$ cat src/rtl/pe_pkg.sv
// Shared definitions for the PE feed sequencer: operand geometry,
// accumulator count, pass-count width, drain watchdog limit and FSM states.
package pe_pkg;

    localparam int INT_BITS  = 7;
    localparam int FRAC_BITS = 9;
    localparam int W         = INT_BITS + FRAC_BITS;
    localparam int NUM_ACC   = 8;
    localparam int K_W       = 8;
    localparam int DRAIN_TO  = 16;
    localparam int IDX_W     = $clog2(NUM_ACC);
    localparam int ADD_W     = 4;
    localparam int DCNT_W    = $clog2(DRAIN_TO + 1);

    typedef enum logic [1:0] {
        IDLE  = 2'd0,
        RUN   = 2'd1,
        DRAIN = 2'd2,
        CLEAR = 2'd3
    } feed_state_t;

    // Index of the final pass; a requested pass count of zero runs one pass.
    function automatic logic [K_W-1:0] calc_k_last(input logic [K_W-1:0] k);
        logic [K_W-1:0] r;
        if (k == {K_W{1'b0}}) begin
            r = {K_W{1'b0}};
        end else begin
            r = k - K_W'(1);
        end
        return r;
    endfunction

endpackage

$ cat src/rtl/pe_feed_idx_ctr.sv
// Accumulator index / pass counter pair. The index walks 0..NUM_ACC-1 and
// the pass count steps each time the index wraps. Flags mark the final pass
// and the final beat of the tile.
module pe_feed_idx_ctr
    import pe_pkg::*;
(
    input  logic             clk,
    input  logic             rst_n,
    input  logic             clr,
    input  logic             adv,
    input  logic [K_W-1:0]   k_last,
    output logic [IDX_W-1:0] idx,
    output logic             last_pass,
    output logic             last_beat
);

    logic [IDX_W-1:0] idx_r;
    logic [K_W-1:0]   pass_r;
    logic             idx_wrap_s;

    assign idx_wrap_s = (idx_r == IDX_W'(NUM_ACC - 1));
    assign idx        = idx_r;
    assign last_pass  = (pass_r == k_last);
    assign last_beat  = last_pass && idx_wrap_s;

    // Advance the index on each accepted beat; bump the pass on wrap.
    always_ff @(posedge clk) begin
        if (!rst_n) begin
            idx_r  <= {IDX_W{1'b0}};
            pass_r <= {K_W{1'b0}};
        end else if (clr) begin
            idx_r  <= {IDX_W{1'b0}};
            pass_r <= {K_W{1'b0}};
        end else if (adv) begin
            if (idx_wrap_s) begin
                idx_r  <= {IDX_W{1'b0}};
                pass_r <= pass_r + K_W'(1);
            end else begin
                idx_r  <= idx_r + IDX_W'(1);
                pass_r <= pass_r;
            end
        end else begin
            idx_r  <= idx_r;
            pass_r <= pass_r;
        end
    end

endmodule

$ cat src/rtl/pe_feed_seq.sv
// Upstream sequencer for one PE. Streams operand pairs into the PE as
// cfg_k passes over NUM_ACC interleaved accumulators, rounding on the final
// pass, then drains with zero operands until the PE reports its last rounded
// result, pulses the PE reset for one cycle and returns to idle.
// Optional build macro PE_FEED_TIMEOUT_EN adds a drain watchdog that raises
// a sticky err and forces the clear when the PE never answers.
module pe_feed_seq
    import pe_pkg::*;
(
    input  logic             clk,
    input  logic             rst_n,
    input  logic             start,
    input  logic [K_W-1:0]   cfg_k,
    output logic             busy,
    output logic             done,
    output logic             err,
    input  logic             s_valid,
    output logic             s_ready,
    input  logic [W-1:0]     s_a,
    input  logic [W-1:0]     s_b,
    output logic [W-1:0]     pe_data_in_1,
    output logic [W-1:0]     pe_data_in_2,
    output logic [ADD_W-1:0] pe_add_number,
    output logic             pe_rounder_en,
    output logic             pe_keep,
    output logic             pe_rst_n,
    input  logic             pe_rounder_valid
);

    feed_state_t      state_r;
    feed_state_t      state_s;
    logic [K_W-1:0]   k_last_r;
    logic             accept_s;
    logic             launch_s;
    logic             ctr_clr_s;
    logic             timeout_s;
    logic [IDX_W-1:0] idx_s;
    logic             last_pass_s;
    logic             last_beat_s;

    logic             busy_r;
    logic             done_r;
    logic             s_ready_r;
    logic             pe_rst_n_r;
    logic [W-1:0]     d1_r;
    logic [W-1:0]     d2_r;
    logic [ADD_W-1:0] add_r;
    logic             ren_r;
    logic             keep_r;

    // Handshake is decided from the state register only, so s_valid never
    // reaches s_ready combinationally.
    assign accept_s  = s_valid && (state_r == RUN);
    assign launch_s  = start && (state_r == IDLE);
    assign ctr_clr_s = launch_s || (state_r == CLEAR);

    pe_feed_idx_ctr u_idx_ctr (
        .clk       (clk),
        .rst_n     (rst_n),
        .clr       (ctr_clr_s),
        .adv       (accept_s),
        .k_last    (k_last_r),
        .idx       (idx_s),
        .last_pass (last_pass_s),
        .last_beat (last_beat_s)
    );

`ifdef PE_FEED_TIMEOUT_EN
    logic [DCNT_W-1:0] drain_cnt_r;
    logic              err_r;

    assign timeout_s = (drain_cnt_r == DCNT_W'(DRAIN_TO - 1));
    assign err       = err_r;

    // Count cycles spent waiting in DRAIN; restart from zero outside it.
    always_ff @(posedge clk) begin
        if (!rst_n) begin
            drain_cnt_r <= {DCNT_W{1'b0}};
        end else if (state_r == DRAIN) begin
            drain_cnt_r <= drain_cnt_r + DCNT_W'(1);
        end else begin
            drain_cnt_r <= {DCNT_W{1'b0}};
        end
    end

    // Sticky watchdog error, cleared when a new tile is launched.
    always_ff @(posedge clk) begin
        if (!rst_n) begin
            err_r <= 1'b0;
        end else if (launch_s) begin
            err_r <= 1'b0;
        end else if ((state_r == DRAIN) && !pe_rounder_valid && timeout_s) begin
            err_r <= 1'b1;
        end else begin
            err_r <= err_r;
        end
    end
`else
    assign timeout_s = 1'b0;
    assign err       = 1'b0;
`endif

    // Next-state decode for the tile sequence.
    always_comb begin
        state_s = state_r;
        case (state_r)
            IDLE: begin
                if (start) begin
                    state_s = RUN;
                end else begin
                    state_s = IDLE;
                end
            end
            RUN: begin
                if (accept_s && last_beat_s) begin
                    state_s = DRAIN;
                end else begin
                    state_s = RUN;
                end
            end
            DRAIN: begin
                if (pe_rounder_valid || timeout_s) begin
                    state_s = CLEAR;
                end else begin
                    state_s = DRAIN;
                end
            end
            CLEAR: begin
                state_s = IDLE;
            end
            default: begin
                state_s = IDLE;
            end
        endcase
    end

    // State register.
    always_ff @(posedge clk) begin
        if (!rst_n) begin
            state_r <= IDLE;
        end else begin
            state_r <= state_s;
        end
    end

    // Latch the final-pass index when a tile is launched.
    always_ff @(posedge clk) begin
        if (!rst_n) begin
            k_last_r <= {K_W{1'b0}};
        end else if (launch_s) begin
            k_last_r <= calc_k_last(cfg_k);
        end else begin
            k_last_r <= k_last_r;
        end
    end

    // Status and PE reset outputs, registered from the upcoming state.
    always_ff @(posedge clk) begin
        if (!rst_n) begin
            busy_r     <= 1'b0;
            s_ready_r  <= 1'b0;
            done_r     <= 1'b0;
            pe_rst_n_r <= 1'b0;
        end else begin
            busy_r     <= (state_s != IDLE);
            s_ready_r  <= (state_s == RUN);
            done_r     <= (state_r == CLEAR);
            pe_rst_n_r <= (state_s != CLEAR);
        end
    end

    // Operand, index and control registers driven into the PE.
    always_ff @(posedge clk) begin
        if (!rst_n) begin
            d1_r   <= {W{1'b0}};
            d2_r   <= {W{1'b0}};
            add_r  <= {ADD_W{1'b0}};
            ren_r  <= 1'b0;
            keep_r <= 1'b1;
        end else begin
            case (state_r)
                RUN: begin
                    if (accept_s) begin
                        d1_r   <= s_a;
                        d2_r   <= s_b;
                        add_r  <= ADD_W'(idx_s);
                        ren_r  <= last_pass_s;
                        keep_r <= 1'b0;
                    end else begin
                        ren_r  <= 1'b0;
                        keep_r <= 1'b1;
                    end
                end
                DRAIN: begin
                    // Zero operands keep the PE pipeline moving without
                    // disturbing the accumulators.
                    d1_r   <= {W{1'b0}};
                    d2_r   <= {W{1'b0}};
                    ren_r  <= 1'b0;
                    keep_r <= 1'b0;
                end
                default: begin
                    ren_r  <= 1'b0;
                    keep_r <= 1'b1;
                end
            endcase
        end
    end

    assign busy          = busy_r;
    assign s_ready       = s_ready_r;
    assign done          = done_r;
    assign pe_rst_n      = pe_rst_n_r;
    assign pe_data_in_1  = d1_r;
    assign pe_data_in_2  = d2_r;
    assign pe_add_number = add_r;
    assign pe_rounder_en = ren_r;
    assign pe_keep       = keep_r;

endmodule

$ cat config.mk
export PLATFORM = sky130hd
export DESIGN_NAME = pe_feed_seq
export DESIGN_NICKNAME = d
export VERILOG_FILES = /design/src/rtl/pe_pkg.sv /design/src/rtl/pe_feed_idx_ctr.sv /design/src/rtl/pe_feed_seq.sv
export SDC_FILE = /design/constraint.sdc
export NUM_CORES = 1
export LEC_CHECK = 0
export CORE_MARGIN = 4
export CORE_UTILIZATION = 40
export DETAILED_ROUTE_END_ITERATION = 8
export GPL_TIMING_DRIVEN = 0
export HOLD_SLACK_MARGIN = 0.15
export PLACE_DENSITY = 0.77
export SETUP_SLACK_MARGIN = 0.15
export SLEW_MARGIN = 20
export SYNTH_ARGS = -nofsm -noshare
export SYNTH_HDL_FRONTEND = slang
export SYNTH_HIERARCHICAL = 1
export SYNTH_SLANG_ARGS = --single-unit
$ cat constraint.sdc
create_clock -name clk -period 2.4 [get_ports clk]
set_input_delay 0.72 -clock clk [delete_from_list [all_inputs] [get_ports clk]]
set_output_delay 0.72 -clock clk [all_outputs]
set_load 0.05 [all_outputs]
Figure 1. Clock network drawn from the DEF (run 1).
Drawn at 3 px/um.
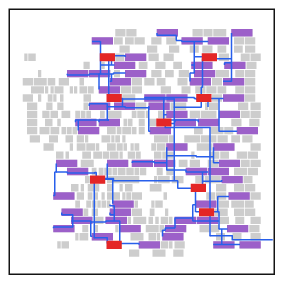
legend:
  blue:
    item: clock wires
    length: 732 um
  purple:
    item: flip-flops
    count: 62
  red:
    item: clock-net drivers
    count: 9
routed clock nets: 10
clock latency on the worst-skew pair: 0.33 ns
worst clock skew on the final layout: 0.005304 ns
clock network power: 0.857 mW

Figure 2. Nets reached from selected ports (run 1).
Drawn at 6 px/um.
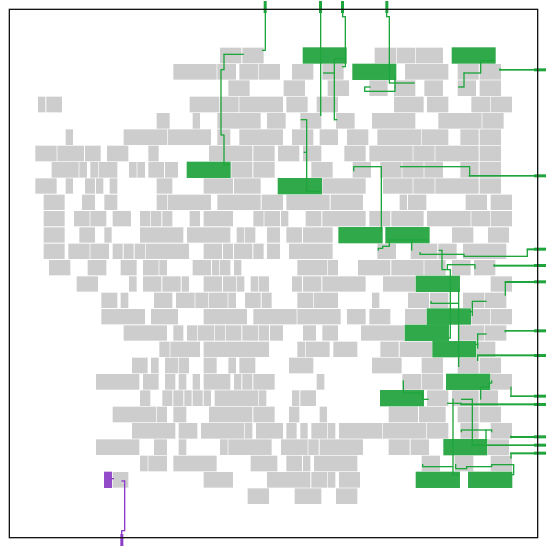
legend:
  purple:
    port: err
    bits: 1
    direction: output
    edge: south
    end_cells: 1
    buffers: 1
    wire: 10.4 um
  green:
    port: pe_data_in_1
    bits: 16
    direction: output
    edge: 12 east, 4 north
    end_cells: 16
    buffers: 16
    wire: 382 um
IO Pins: 88
PortBufs: 85

==> out/qor.tcl, run 1 <==
set qor(detailed_place.area_um2) 3497
set qor(initialDrtViolationCount) 59
set qor(synthesized_area_fraction_occupied_by_xor_and_xnor_cells) 0.04811
set qor(combGateArea_um2) 1125
set qor(fill_cells) 520
set qor(detailroute.wirelength.met2_mm) 2.883
set qor(crit_type) {register to primary output}
set qor(antenna_violation_net_count_after_detailed_routing) 0
set qor(ys.flop_type) {dfxtp_1}
set qor(global_route.usage.met2) 0.2753
set qor(die_span_x_um) 87.83
set qor(fmax_mhz) 452.9
set qor(clockPowerShare) 0.366
set qor(clock_tree.htree_level_count) 3
set qor(muxShareOfSynthArea) 0.01178
set qor(lkg_pwr_nw) 1.551
set qor(power_density_nw_per_um2) 632.4
set qor(synth_seq_share) 0.4870
set qor(result_of_the_run) {finished clean}
set qor(timing.critical_path.to_type) {primary output}
set qor(slew-limit-headroom) 0.6475
set qor(layout_nets) 395
set qor(drt-total-wl_mm) 6.046
set qor(dp_slack_ns) -0.2063
set qor(family_with_the_most_delay_on_the_worst_path) {buffers and inverters}
set qor(final_layout_top_logic_cells) {clkdlybuf4s50_1 (77), dfxtp_1 (62), a22o_1 (32), nand2_1 (22), nand3_1 (15)}
set qor(highest-signal-layer) {met4}
set qor(num_rows) 28
set qor(combAreaFraction) 0.3039
set qor(cts_hold_repair.buffers) 0
set qor(timing.final.crit_share) 0.9201
set qor(nonClockBufferCount) 102
set qor(synthMostInstantiatedCell) {dfxtp_1}
set qor(hold_path.class) {register to register}
set qor(worst-path-max-fanout) 2
set qor(post-synth-top-area-fraction) 0.4870
set qor(synth_async_sr_flop_share) 0
Figure 3. Register map, names as in the netlist (run 1).
Drawn at 3 px/um.
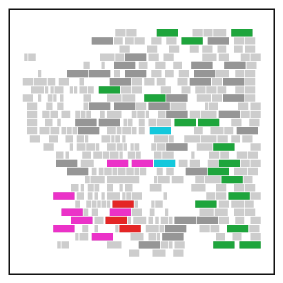
legend:
  red:
    signal: u_idx_ctr/idx
    placed_flops: 3
  green:
    signal: pe_data_in_1
    placed_flops: 16
  cyan:
    signal: state_r
    placed_flops: 2
  magenta:
    signal: u_idx_ctr/pass_r
    placed_flops: 8
Power Sequential: 1.09 mW
storage element area: 1241 um2

Figure 4. Placement view (run 1).
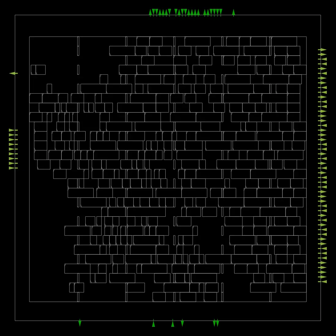
share of the core filled with cells in the final layout: 0.6107
tally of non-filler cells in the final layout: 424
flip-flops: 62
tap cell instance count: 75

Figure 5. Cell classes on the final placement (run 1).
Drawn at 3 px/um.
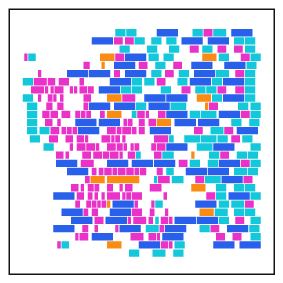

==> run 2, diff against run 1 <==
Settings changed: CORE_MARGIN 4 to default, DONT_BUFFER_PORTS from default to 1, PLACE_DENSITY 0.77 to 0.59.
Figure 6. Cell classes on the final placement (run 2).
Drawn at 3 px/um.
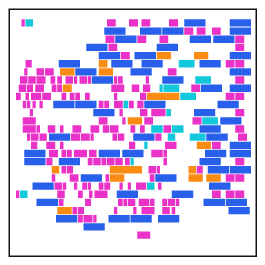
legend:
  magenta:
    class: remaining logic cells
    cells: 170
  cyan:
    class: remaining buffers and delay cells
    cells: 17
  orange:
    class: clock drivers and dummy loads
    cells: 16
  blue:
    class: registers
    cells: 62
area of the core: 6026 um2
share of the core filled with cells in the final layout: 0.4774
flip-flop and latch share of the layout cell area: 0.4315

==> run 2 against run 1 <==
Die size decreased by 13%. Critical path depth increased by 7. Setup slack improved by 0.31 ns. Global-route usage decreased by 1.4 points.
==> out/qor.tcl, run 2 <==
set qor(timing.final.crit_share) 0.7900 ;# was 0.9201
set qor(timing.clock.skew_ns) 0.01112 ;# was 0.005304 ns
set qor(synthesized_area_fraction_occupied_by_xor_and_xnor_cells) 0.04811 ;# unchanged
set qor(ys.flop_type) {dfxtp_1} ;# unchanged
set qor(clockPowerShare) 0.434 ;# was 0.366
set qor(result_of_the_run) {finished clean} ;# unchanged
set qor(detailed_place.area_um2) 2646 ;# was 3497 um2
set qor(antenna_violation_net_count_after_detailed_routing) 0 ;# unchanged
set qor(ios) 88 ;# unchanged
set qor(num_rows) 28 ;# unchanged
set qor(fill_cells) 580 ;# was 520
set qor(layout_nets) 310 ;# was 395
set qor(detailroute.wirelength.met2_mm) 2.285 ;# was 2.883 mm
set qor(drt-total-wl_mm) 4.966 ;# was 6.046 mm
set qor(highest-signal-layer) {met4} ;# unchanged
set qor(post-synth-top-area-fraction) 0.4870 ;# unchanged
set qor(family_with_the_most_delay_on_the_worst_path) {simple AND/OR/NAND/NOR gates} ;# was buffers and inverters
set qor(taps) 75 ;# unchanged
set qor(slew-limit-headroom) 0.6504 ;# was 0.6475
set qor(muxShareOfSynthArea) 0.01178 ;# unchanged
set qor(dp_slack_ns) 0.3693 ;# was -0.2063 ns
set qor(tally_of_non_filler_cells_in_the_final_layout) 340 ;# was 424
set qor(lkg_pwr_nw) 1.119 ;# was 1.551 nW
set qor(layout.area.seq_um2) 1241 ;# unchanged
set qor(synth_async_sr_flop_share) 0 ;# unchanged
set qor(hold_path.class) {register to register} ;# unchanged
set qor(flops) 62 ;# unchanged
set qor(clk-power_mw) 1.03 ;# was 0.857 mW
set qor(clock.latency.late_pin_ns) 0.33 ;# about the same
set qor(worst-path-max-fanout) 6 ;# was 2
Figure 7. Nets reached from selected ports (run 2).
Drawn at 6 px/um.
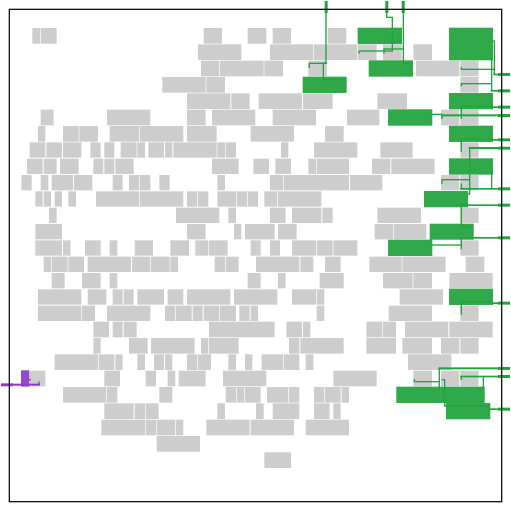

==> run 3, diff against run 2 <==
Settings changed: PLACE_DENSITY 0.59 to 0.61.
Clock period 2.4 ns to 1.7 ns, I/O delays scaled along.
Figure 8. Nets reached from selected ports (run 3).
Drawn at 6 px/um.
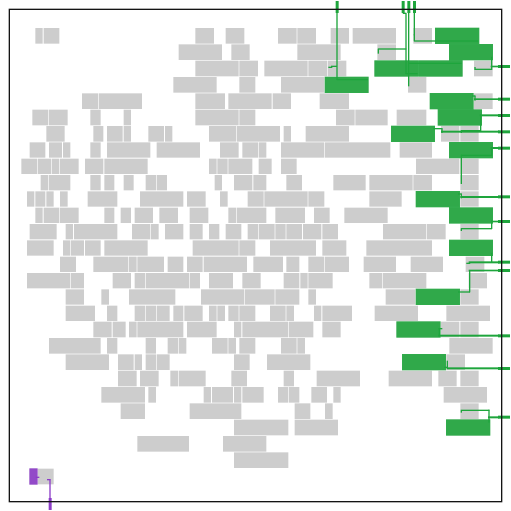
PortBufs: 0

==> run 3 against run 2 <==
Clock-buffer cell count is 1 lower. Fmax is 23% higher. Die size stayed put. Cell area is 7.7% higher. Hold slack worse by 0.17 ns. Critical path depth stayed put.
==> out/qor.tcl, run 3 <==
set qor(result_of_the_run) {finished clean} ;# unchanged
set qor(synth_seq_share) 0.4870 ;# unchanged
set qor(worst-path-max-fanout) 8 ;# was 6
set qor(fill_cells) 560 ;# was 580
set qor(clockPowerShare) 0.431 ;# was 0.434
set qor(post-synth-top-area-fraction) 0.4870 ;# unchanged
set qor(pg_seq_mw) 1.68 ;# was 1.19 mW
set qor(family_with_the_most_delay_on_the_worst_path) {simple AND/OR/NAND/NOR gates} ;# unchanged
set qor(ios) 88 ;# unchanged
set qor(timing.critical_path.to_type) {register} ;# unchanged
set qor(timing.final.crit_share) 0.9101 ;# was 0.7900
set qor(initialDrtViolationCount) 47 ;# was 34
set qor(final_layout_top_logic_cells) {dfxtp_1 (55), a22o_1 (32), nand2_1 (22), buf_4 (17), nand3_1 (15)} ;# was dfxtp_1 (62), a22o_1 (32), nand2_1 (22), nand3_1 (15)
set qor(clock.latency.late_pin_ns) 0.34 ;# was 0.33 ns
set qor(highest-signal-layer) {met4} ;# unchanged
set qor(combAreaFraction) 0.3914 ;# was 0.3910
set qor(timing.clock.skew_ns) 0.01114 ;# was 0.01112 ns
set qor(synthesized_area_fraction_occupied_by_xor_and_xnor_cells) 0.04811 ;# unchanged
set qor(seq_area_frac) 0.4059 ;# was 0.4315
set qor(hold_path.class) {input pin to register} ;# was register to register
set qor(detailed_place.area_um2) 2660 ;# was 2646 um2
set qor(antenna_violation_net_count_after_detailed_routing) 0 ;# unchanged
set qor(layout_nets) 323 ;# was 310
set qor(clk-power_mw) 1.46 ;# was 1.03 mW
set qor(cts_hold_repair.buffers) 0 ;# unchanged
set qor(flops) 62 ;# unchanged
set qor(layout.area.seq_um2) 1257 ;# was 1241 um2
set qor(die_span_x_um) 81.83 ;# unchanged
set qor(synth_async_sr_flop_share) 0 ;# unchanged
set qor(ys.flop_type) {dfxtp_1} ;# unchanged
set qor(detailroute.wirelength.met2_mm) 2.435 ;# was 2.285 mm
set qor(num_rows) 28 ;# unchanged
set qor(global_route.usage.met2) 0.2413 ;# was 0.2331
set qor(drt-total-wl_mm) 5.037 ;# was 4.966 mm
set qor(clock_tree.htree_level_count) 3 ;# unchanged
set qor(fmax_mhz) 646.4 ;# was 527.5 MHz
set qor(combGateArea_um2) 1212 ;# was 1125 um2
set qor(power_density_nw_per_um2) 1093 ;# was 827.1 nW/um2
set qor(synthMostInstantiatedCell) {dfxtp_1} ;# unchanged
Power figures rest on the tool's default switching activity, not on a simulated workload.
